--- src/rtl/tlut_pkg.sv ---
// Shared types and default widths for the temporal-LUT comparator sequencer.
package tlut_pkg;

  typedef enum logic [1:0] {
    S_IDLE  = 2'd0,
    S_RUN   = 2'd1,
    S_DRAIN = 2'd2
  } tlut_seq_state_e;

  localparam int TLUT_INPUT_WIDTH = 8;
  localparam int TLUT_DIM_A       = 16;
  localparam int TLUT_CMP_LAT     = 1;

endpackage

--- src/rtl/tlut_seq_ctrl_if.sv ---
// Job-input and comparator-drive bundle between the operand source, sequencer and comparator array.
interface tlut_seq_ctrl_if
  import tlut_pkg::*;
#(
  parameter int INPUT_WIDTH = TLUT_INPUT_WIDTH,
  parameter int DIM_A       = TLUT_DIM_A
);

  logic                           in_valid;
  logic                           in_ready;
  logic [DIM_A*INPUT_WIDTH-1:0]   in_data;
  logic [INPUT_WIDTH-1:0]         cfg_len;
  logic                           abort;
  logic [DIM_A*INPUT_WIDTH-1:0]   cmp_in;
  logic [INPUT_WIDTH-1:0]         cmp_rng;
  logic                           cmp_en;
  logic                           out_valid;
  logic                           out_last;
  logic                           busy;

  modport slave (
    input  in_valid, in_data, cfg_len, abort,
    output in_ready, cmp_in, cmp_rng, cmp_en, out_valid, out_last, busy
  );

  modport master (
    output in_valid, in_data, cfg_len, abort,
    input  in_ready, cmp_in, cmp_rng, cmp_en, out_valid, out_last, busy
  );

endinterface

--- src/rtl/tlut_dly_line.sv ---
// Fixed-depth shift register aligning sequencer flags with the comparator's register latency.
module tlut_dly_line #(
  parameter int WIDTH = 2,
  parameter int DEPTH = 1
) (
  input  logic             clk,
  input  logic             rst,
  input  logic             flush,
  input  logic [WIDTH-1:0] din,
  output logic [WIDTH-1:0] dout
);

  logic [WIDTH-1:0] stg_q [DEPTH];

  always_ff @(posedge clk or posedge rst) begin
    if (rst) begin
      stg_q <= '{default: '0};
    end else if (flush) begin
      stg_q <= '{default: '0};
    end else begin
      stg_q[0] <= din;
      for (int i = 1; i < DEPTH; i++) begin
        stg_q[i] <= stg_q[i-1];
      end
    end
  end

  assign dout = stg_q[DEPTH-1];

endmodule

--- src/rtl/tlut_seq_ctrl.sv ---
// Sequencer for the temporal-LUT comparator array: latches a job's operands, sweeps the shared
// ramp for cfg_len+1 cycles and flags the comparator samples belonging to the job.
module tlut_seq_ctrl
  import tlut_pkg::*;
#(
  parameter int INPUT_WIDTH = TLUT_INPUT_WIDTH,
  parameter int DIM_A       = TLUT_DIM_A,
  parameter int CMP_LAT     = TLUT_CMP_LAT
) (
  input  logic            clk,
  input  logic            rst,
  tlut_seq_ctrl_if.slave  bus
);

  localparam int W   = INPUT_WIDTH;
  localparam int DCW = (CMP_LAT > 1) ? $clog2(CMP_LAT) : 1;
  localparam logic [DCW-1:0] DRAIN_LAST = DCW'(CMP_LAT - 1);

  tlut_seq_state_e       state_q;
  logic [W-1:0]          rng_q;
  logic [W-1:0]          len_q;
  logic [DIM_A*W-1:0]    op_q;
  logic [DCW-1:0]        drain_cnt_q;

  logic                  accept;
  logic                  at_end;
  logic                  vld_p0;
  logic                  last_p0;
  logic                  vld_p1;
  logic                  last_p1;

  assign accept = (state_q == S_IDLE) && bus.in_valid && !bus.abort;
  assign at_end = (rng_q == len_q);

  // Abort outranks both acceptance and sweep progress, from any state.
  always_ff @(posedge clk or posedge rst) begin
    if (rst) begin
      state_q     <= S_IDLE;
      rng_q       <= '0;
      len_q       <= '0;
      op_q        <= '0;
      drain_cnt_q <= '0;
    end else if (bus.abort) begin
      state_q     <= S_IDLE;
      rng_q       <= '0;
      drain_cnt_q <= '0;
    end else begin
      case (state_q)
        S_IDLE: begin
          if (accept) begin
            op_q    <= bus.in_data;
            len_q   <= bus.cfg_len;
            rng_q   <= '0;
            state_q <= S_RUN;
          end
        end
        S_RUN: begin
          if (at_end) begin
            state_q     <= S_DRAIN;
            drain_cnt_q <= '0;
          end else begin
            rng_q <= rng_q + 1'b1;
          end
        end
        S_DRAIN: begin
          if (drain_cnt_q == DRAIN_LAST) begin
            state_q <= S_IDLE;
          end else begin
            drain_cnt_q <= drain_cnt_q + 1'b1;
          end
        end
        default: state_q <= S_IDLE;
      endcase
    end
  end

  // Stage p0: flags for the sample the comparator registers this cycle.
  assign vld_p0  = (state_q == S_RUN);
  assign last_p0 = (state_q == S_RUN) && at_end;

  tlut_dly_line #(
    .WIDTH (2),
    .DEPTH (CMP_LAT)
  ) u_dly (
    .clk   (clk),
    .rst   (rst),
    .flush (bus.abort),
    .din   ({vld_p0, last_p0}),
    .dout  ({vld_p1, last_p1})
  );

  // Stage p1: flags aligned with the comparator output.
  assign bus.out_valid = vld_p1;
  assign bus.out_last  = last_p1;
  assign bus.cmp_en    = vld_p0;
  assign bus.cmp_rng   = rng_q;
  assign bus.cmp_in    = op_q;
  assign bus.busy      = (state_q != S_IDLE);
  assign bus.in_ready  = (state_q == S_IDLE) && !bus.abort;

endmodule
--- src/flat_wrapper.sv ---
// flat-port wrapper written by rule: the top's interface ports become plain ports
module tlut_seq_ctrl_flat import tlut_pkg::*;
#(
  parameter int INPUT_WIDTH = TLUT_INPUT_WIDTH,
  parameter int DIM_A       = TLUT_DIM_A,
  parameter int CMP_LAT     = TLUT_CMP_LAT
)
  (clk, rst, bus_in_valid, bus_in_data, bus_cfg_len, bus_abort, bus_in_ready, bus_cmp_in, bus_cmp_rng, bus_cmp_en, bus_out_valid, bus_out_last, bus_busy);
  tlut_seq_ctrl_if #(.INPUT_WIDTH(INPUT_WIDTH), .DIM_A(DIM_A)) bus_i ();
  input  logic clk;
  input  logic rst;
  input wire logic [$bits(bus_i.in_valid)-1:0] bus_in_valid;
  input wire logic [$bits(bus_i.in_data)-1:0] bus_in_data;
  input wire logic [$bits(bus_i.cfg_len)-1:0] bus_cfg_len;
  input wire logic [$bits(bus_i.abort)-1:0] bus_abort;
  output wire logic [$bits(bus_i.in_ready)-1:0] bus_in_ready;
  output wire logic [$bits(bus_i.cmp_in)-1:0] bus_cmp_in;
  output wire logic [$bits(bus_i.cmp_rng)-1:0] bus_cmp_rng;
  output wire logic [$bits(bus_i.cmp_en)-1:0] bus_cmp_en;
  output wire logic [$bits(bus_i.out_valid)-1:0] bus_out_valid;
  output wire logic [$bits(bus_i.out_last)-1:0] bus_out_last;
  output wire logic [$bits(bus_i.busy)-1:0] bus_busy;
  assign bus_i.in_valid = bus_in_valid;
  assign bus_i.in_data = bus_in_data;
  assign bus_i.cfg_len = bus_cfg_len;
  assign bus_i.abort = bus_abort;
  assign bus_in_ready = bus_i.in_ready;
  assign bus_cmp_in = bus_i.cmp_in;
  assign bus_cmp_rng = bus_i.cmp_rng;
  assign bus_cmp_en = bus_i.cmp_en;
  assign bus_out_valid = bus_i.out_valid;
  assign bus_out_last = bus_i.out_last;
  assign bus_busy = bus_i.busy;
  tlut_seq_ctrl #(.INPUT_WIDTH(INPUT_WIDTH), .DIM_A(DIM_A), .CMP_LAT(CMP_LAT)) u_core (.clk(clk), .rst(rst), .bus(bus_i));
endmodule
--- config.mk ---
export PLATFORM = sky130hd
export DESIGN_NAME = tlut_seq_ctrl_flat
export DESIGN_NICKNAME = d
export VERILOG_FILES = /design/src/rtl/tlut_pkg.sv /design/src/rtl/tlut_seq_ctrl_if.sv /design/src/rtl/tlut_dly_line.sv /design/src/rtl/tlut_seq_ctrl.sv /design/src/flat_wrapper.sv
export SDC_FILE = /design/constraint.sdc
export NUM_CORES = 1
export LEC_CHECK = 0
export ABC_CLOCK_PERIOD_IN_PS = 8300
export CORE_ASPECT_RATIO = 0.9
export CORE_MARGIN = 2
export CORE_UTILIZATION = 36
export CTS_CLUSTER_DIAMETER = 200
export DETAILED_ROUTE_END_ITERATION = 12
export GPL_TIMING_DRIVEN = 0
export PLACE_DENSITY = 0.83
export SETUP_SLACK_MARGIN = 0.5
export SLEW_MARGIN = 20
export SYNTH_ARGS = -nofsm -noshare
export SYNTH_HDL_FRONTEND = slang
export SYNTH_SLANG_ARGS = --single-unit
--- constraint.sdc ---
create_clock -name clk -period 8.3 [get_ports clk]
set_clock_uncertainty 0.15 [all_clocks]
set_input_delay 1.245 -clock clk [delete_from_list [all_inputs] [get_ports clk]]
set_output_delay 1.245 -clock clk [all_outputs]
set_load 0.02 [all_outputs]
### Clock routing, run 1

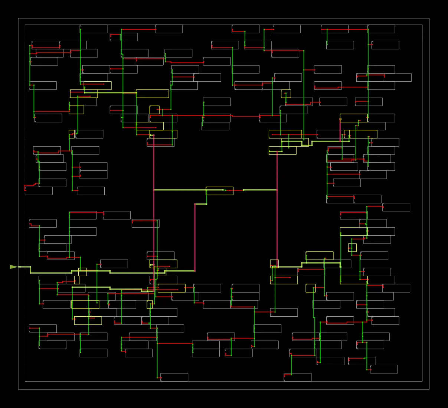
clock sink count: 148
clk latency late pin: 0.41 ns
P_clk: 0.000743 W
sequential cell count: 148

### Where the registers sit, run 1

Other sequential cells in the stronger gray, the rest of the logic in the fainter gray.
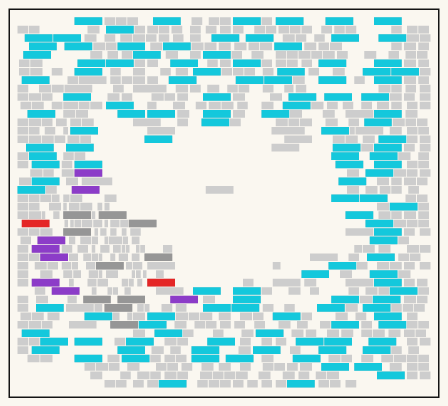
Key: cyan = `u_core.bus.cmp_in` [sequential cells 128, where all over the die]; purple = `u_core.len_q` [sequential cells 8]; red = `u_core.u_dly.dout` [sequential cells 2]
Another 10 sequential cells are not colored.
Util after Layout: 0.595
Seq group: 0.000974 W
register area: 3700 um2
sequential share of cell area: 0.390

### Gate-type map, run 1

Bar = 50 um.
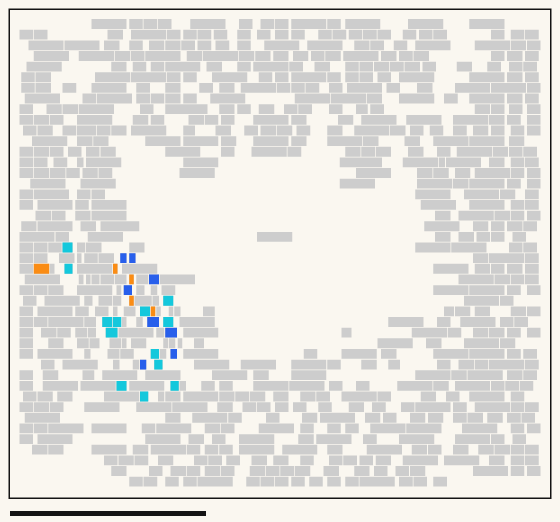
Key: blue = inverting AOI/OAI gates [cells 8, most used o21ai_0, where left middle]; orange = inverters [cells 5, most used inv_1, where left middle]; cyan = AND and OR gates [cells 13, most used or4_1]

### Pin map, run 1

Pins as bars across the die edge, other pins in gray.
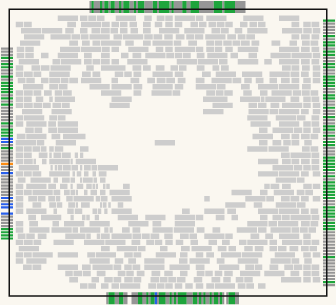
Key: blue = `bus_cfg_len` [pins 8, direction input, edge 7 left, 1 bottom]; orange = `bus_out_last` [pins 1, direction output, edge left]; green = `bus_in_data` [pins 128, direction input, edge 42 right, 37 top, 30 bottom, 19 left]
All pins by edge: 86 right, 74 top, 61 left, 60 bottom.
die height: 125 um
die width: 138 um
I/O Buffers: 280

==> metrics.yaml, run 1 <==
die:
  core-area_um2: 16000
  die-area_um2: 17200
pwr:
  power_density_nw_per_um2: 267
  total_power_w: 0.00253
  power_leakage_nw: 3.93
yosys:
  synth_top_area_share: 0.636
  xor_share: 0.0120
  mux_area_frac: 0.263
  synth.cellmix.simpleShare: 0.0396
  aoi_share: 0.0120
  ys_cells: 366
  yosys_warnings: 0
  yosysTopAreaCell: "dfrtp_1"
  fp_nets: 507
  ys_seq_share: 0.636
  yosys-top-cells-area: "dfrtp_1 (64%), mux2_2 (26%), buf_6 (3.1%), xor2_1 (1.2%), nand3_1 (0.77%)"
  yosys-stat-area_um2: 5820
grt:
  use_met1: 0.210
  track_usage: 0.177
  busiest_layer: "met2"
  grt_start_max_net_pins: 76
  antenna_found_initial: 0
  grt_pass1_wl_um: 24200
sta:
  hold_viol_final: 0
  holdWs_ns: 0.351
  fin_tns_setup_ns: 0
  fin_crit_ns: 3.89
  max_freq_mhz: 257
  rsz0062_at_grt: "no"
  maxSlewViolCount: 0
  fin_crit_sh: 0.469
cts:
  postCtsHoldBufs: 0
  cts_tree: "done"
  cts_made_buffers: 17
  htree_levels: 4
  cts_resized: 0
route:
  top_layer: "met4"
  dr_total_vias: 4156
  post-route-drc-count: 0
outcome:
  status: "completed"
worst_setup_path:
  critPathMaxFanout: 3
  path_cells: "clkdlybuf4s50_1, nor2_1, clkdlybuf4s50_1"
  critPathLaunch: "bus_abort"
  cp.depth: 3
  arrival_ns: 2.50
  cp-start-kind: "input pin"
  crit_family: "buffers and inverters"
  required_ns: 6.90
  r2r_cells: 6
  crit_path_frequent_cell: "clkdlybuf4s50_1"
  slowest_delay_ns: 0.63
  path_buffers: 2
layout:
  synthToLayoutAreaGrowth_pct: 63.1
  drive_above_1_share: 0.280
  fin_cells: 885
  largest_register_ffs: 128
placed_design:
  place_ws_ns: 4.44
  dpl.hpwl_um: 11200
worst_hold_path:
  timing.hold.worst_path_depth: 1
  hold_path_startpoint: "u_core.bus.cmp_in[87]"
  hp-class: "reg -> reg"
## run 1: final cells by class
class / instances / area [um2]
fill: 1230 / 6470
multi-input combinational: 196 / 1910
buffer: 17 / 184
clock buffer: 18 / 439
timing repair buffer: 281 / 2830
tap: 207 / 259
sequential: 148 / 3700
inverter: 5 / 26.3
clock inverter: 13 / 136
## run 1: Yosys cell counts
master,number
nor2b_1,1
o22ai_1,1
o211ai_1,1
o21ai_0,4
o311ai_0,2
o311a_1,1
inv_1,5
buf_6,16
xor2_1,8
ha_1,1
or3_1,1
dfrtp_1,148
and2_1,2
nor4_1,2
nor4b_1,1
clkbuf_1,1
and3_1,1
and2_2,1
or4_1,4
nand3_1,9
and2_4,1
or2_2,2
mux2_2,136
a211o_1,1
and3_2,1
nand4_1,1
nor2_1,6
nand2_1,5
nand2b_1,3
## run 1: cells by family after synthesis
logic type	count (synthesis)
XOR/XNOR	8
AND/OR/NAND/NOR	41
multiplexers	136
adder cells (fa/ha/maj)	1
buffers and inverters	22
flip-flops	148
AND-OR/OR-AND	10
## run 1: power breakdown
part | switching, W | total (W) | internal (W)
combinational | 0.000360 | 0.000815 | 0.000456
sequential | 0.0000912 | 0.000974 | 0.000883
clock | 0.000296 | 0.000743 | 0.000447
## run 1: placed cells by master, fill, tap and decap left out, types with 2 or more instances in the layout
cell type / count
nand2_1: 5
clkdlybuf4s50_1: 280
clkinvlp_4: 4
nor4_1: 2
bufinv_16: 2
nor2_1: 6
clkinv_4: 3
dfrtp_1: 148
or2_2: 2
nand3_1: 9
clkbuf_16: 17
and2_1: 2
inv_1: 4
o21ai_0: 4
or4_1: 4
buf_6: 16
xor2_1: 8
nand2b_1: 3
clkinv_2: 4
mux2_2: 136
o311ai_0: 2
--- run 2 (diff from run 1) ---
ABC_CLOCK_PERIOD_IN_PS = 3500   (was 8300)
PLACE_DENSITY = 0.86   (was 0.83)
clock period = 3.5 ns   (was 8.3 ns; I/O delays follow)
==> run 2 against run 1 <==
Compared with the run above: sequential cell count unchanged; cell area up 0.66%; global-route usage about the same; non-clock buffer count up 3; clock-buffer cell count unchanged; synthesized cell count unchanged; combinational power up 140%; largest power group unchanged; die area unchanged; routed wire length down 0.36%; utilization up 0.39 points.
==> metrics.yaml, run 2 <==
cts:
  cts_tree: "done"
  clk_pin_slew_ns: 0.06
  cts_buffer_depth: 2
  post_cts.repair.setup_buffers: 0
  insertion_delay_ns: 0.41  # about the same
  cts_root_buf: "clkbuf_16"
  cts_resized: 0  # unchanged
  postCtsHoldBufs: 0  # unchanged
  htree_levels: 4  # unchanged
  cts_sinks: 148  # unchanged
yosys:
  ys_cells: 366  # unchanged
  syn_area_um2: 5820
  yosys-top-cells-area: "dfrtp_1 (64%), mux2_2 (26%), buf_6 (3.1%), xor2_1 (1.2%), nand3_1 (0.77%)"
  yosysTopAreaCell: "dfrtp_1"
  xor_share: 0.0120  # unchanged
  aoi_share: 0.0120  # unchanged
  synthTopLogicFamily: "multiplexers"
  async_reset_ff_frac: 1.00  # unchanged
  ys_types: 29
  ys_seq_share: 0.636  # unchanged
  synth.cellmix.simpleShare: 0.0396  # unchanged
  common_cells: "dfrtp_1 (148), mux2_2 (136), buf_6 (16), nand3_1 (9), xor2_1 (8)"
  synth_top_area_share: 0.636  # unchanged
  yosysMostFrequentCell: "dfrtp_1"
  ys_ff: 148
  fp_nets: 507  # unchanged
  mux_area_frac: 0.263  # unchanged
  yosys-stat-area_um2: 5820  # unchanged
  syn_inst: 366
  ys.flop_type: "dfrtp_1"
  avgSynthCellArea_um2: 15.9
  ys_sh_adder: 0.00215
  yosys_warnings: 0  # unchanged
  synth-edff-count: 0  # unchanged
outcome:
  status: "completed"
placed_design:
  io_buffer_count: 280  # unchanged
  dpl_cell_area_um2: 8970
  gp_congestion: 0.856
  placed_cells: 857
  place_ws_ns: 1.04  # -3.40 ns
  dpl.hpwl_um: 11600  # +2.9%
grt:
  track_usage: 0.177  # -0.000236
  antenna_found_initial: 0  # unchanged
  grt_overflow: 0
  grt_pass1_vias: 4582
  grt_start_max_net_pins: 37  # -51%
  grt_pass1_wl_um: 24200  # -0.12%
route:
  wl_per_cell_um: 16.8
  dr.pass1.iters: 4
  initialDrtViolationCount: 99
  wirelength_um: 14900
  ant_nets: 0
  post-route-drc-count: 0  # unchanged
  dr_total_vias: 4162  # +0.14%
  viasPerCell: 4.68
sta:
  fin_crit_ns: 2.58
  setup_viol: 0
  slew-limit-headroom: 0.650
  worst_slack_ns: 0.924
  rsz0062_at_grt: "no"
  holdWs_ns: 0.325  # -0.0263 ns
  worstMarginPinSlew_ns: 0.523
  fin_tns_setup_ns: 0  # unchanged
  hold_viol_final: 0  # unchanged
  fin_crit_sh: 0.736
  max_freq_mhz: 388
  maxSlewViolCount: 0  # unchanged
worst_setup_path:
  required_ns: 2.82  # -4.08 ns
  cp-start-kind: "register"
  regToRegStartpoint: "u_core.state_q[1]"
  critPathMaxFanout: 3  # unchanged
  timing.critical_path.to: "bus_in_ready"
  critPathLaunch: "u_core.state_q[1]"
  r2r_cells: 6  # unchanged
  rr_endpoint: "u_core.bus.cmp_in[80]"
  arrival_ns: 1.90  # -0.60 ns
  crit_path_end_kind: "primary output"
  ff2ff_setup_slack_ns: 1.45
  criticalPathCategory: "reg -> out"
layout:
  drive_above_1_share: 0.284  # +0.00422
  insertedDiodeCount: 0
  fill_cells: 1196  # -2.8%
  largest_register_ffs: 128  # unchanged
  final_nets: 810
  fin_util: 0.599  # +0.00392
  design_area_um2: 9560
  synthToLayoutAreaGrowth_pct: 64.2
  lay_top_cells: "clkdlybuf4s50_1 (280), dfrtp_1 (148), mux2_2 (136)"
flow_run:
  warnings: 26
  cap_violations: 0
pwr:
  p_clk_frac: 0.298  # +0.005
  power.internal_w: 0.00425  # +140%
  peakVddDrop_mv: 0.299
  power_leakage_nw: 3.96  # +0.74%
  p_sw_w: 0.00180  # +140%
  comb_power_share: 0.321  # about the same
  total_power_w: 0.00605  # +140%
  pwr-share-seq: 0.380  # -0.005
  power_density_nw_per_um2: 634  # +140%
  swShare: 0.297  # +0.00242
die:
  fp_util: 0.365
  die_x_um: 138  # unchanged
  core-area_um2: 16000  # unchanged
  die-area_um2: 17200  # unchanged
  die.size.y_um: 125  # unchanged
  row_count: 44
  ios: 281
worst_hold_path:
  hp-class: "in -> async"
run 2: kinds of logic after synthesis:
family	count (synthesis)
mux	136
compound gates	10
buf+inv	22
flops	148
fa+ha+maj	1
simple gates	41
xor+xnor	8
run 2: how the worst min path moves through the flow:
| stage | end | startpoint | slack [ns] |
|---|---|---|---|
| detailed placement | u_core.bus.cmp_in[10] | u_core.bus.cmp_in[10] | 0.34 |
| finish | u_core.bus.cmp_in[2] | rst | 0.32 |
| CTS | u_core.bus.cmp_in[2] | rst | 0.32 |
| global placement | u_core.bus.cmp_in[111] | u_core.bus.cmp_in[111] | 0.34 |
| global route | u_core.bus.cmp_in[0] | rst | 0.34 |
| floorplan | u_core.len_q[0] | u_core.len_q[0] | 0.35 |
run 2: final cells by class:
class                   count  area, um2  share of cell area
clock inverters            14        150              0.0157
plain buffers              17        184              0.0192
multi-input cells         196       1910               0.200
well taps                 207        259              0.0271
clock buffers              18        439              0.0460
flip-flops and latches    148       3700               0.388
inverters                   5       22.5             0.00236
repair buffers            284       2880               0.302
run 2: power by group through the flow:
stage | sequential (W) | clock (W) | combinational, W
2_1_floorplan | 0.00275 | 0 | 0.000480
3_3_place_gp | 0.00231 | 0 | 0.00192
3_5_place_dp | 0.00234 | 0 | 0.00196
4_1_cts | 0.00231 | 0.00186 | 0.00197
5_1_grt | 0.00236 | 0.00194 | 0.00204
6_report | 0.00230 | 0.00181 | 0.00195
run 2: routing by layer:
layer / up-vias / track usage / wire, um
li1: 1907 / - / -
met1: 2039 / 0.204 / 5860
met2: 192 / 0.299 / 7510
met3: 24 / 0.0677 / 1250
met4: 0 / 0.0678 / 279
met5: - / 0 / 0
run 2: critical path, cell delays in order (launching register included):
cell and delay [ns]:
dfrtp_1 0.39, or2_2 0.31, nor2_1 0.16, clkdlybuf4s50_1 0.64
### Wiring by layer, run 2

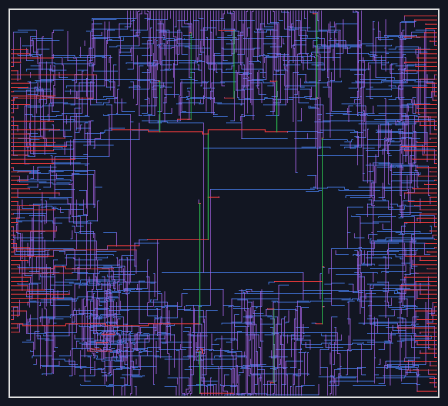
Key: blue = met1 [wire length 5,860 um]; green = met4 [wire length 280 um]; purple = met2 [wire length 7,510 um]; red = met3 [wire length 1,250 um]

### Clock routing, run 2

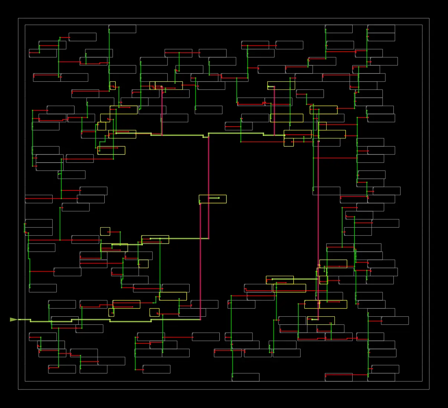
Num CTS Buffers: 17
P_clk: 0.00181 W
# clk buffers: 18

### Gate-type map, run 2

Bar = 50 um.
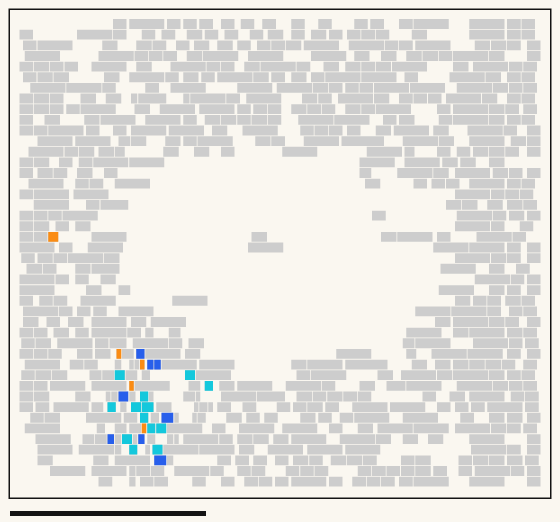
fraction of area in multi-input gates: 0.200
most frequent logic cell in the layout: clkdlybuf4s50_1
post-route insts no fill: 889

Power is estimated from default activity; no workload was simulated.
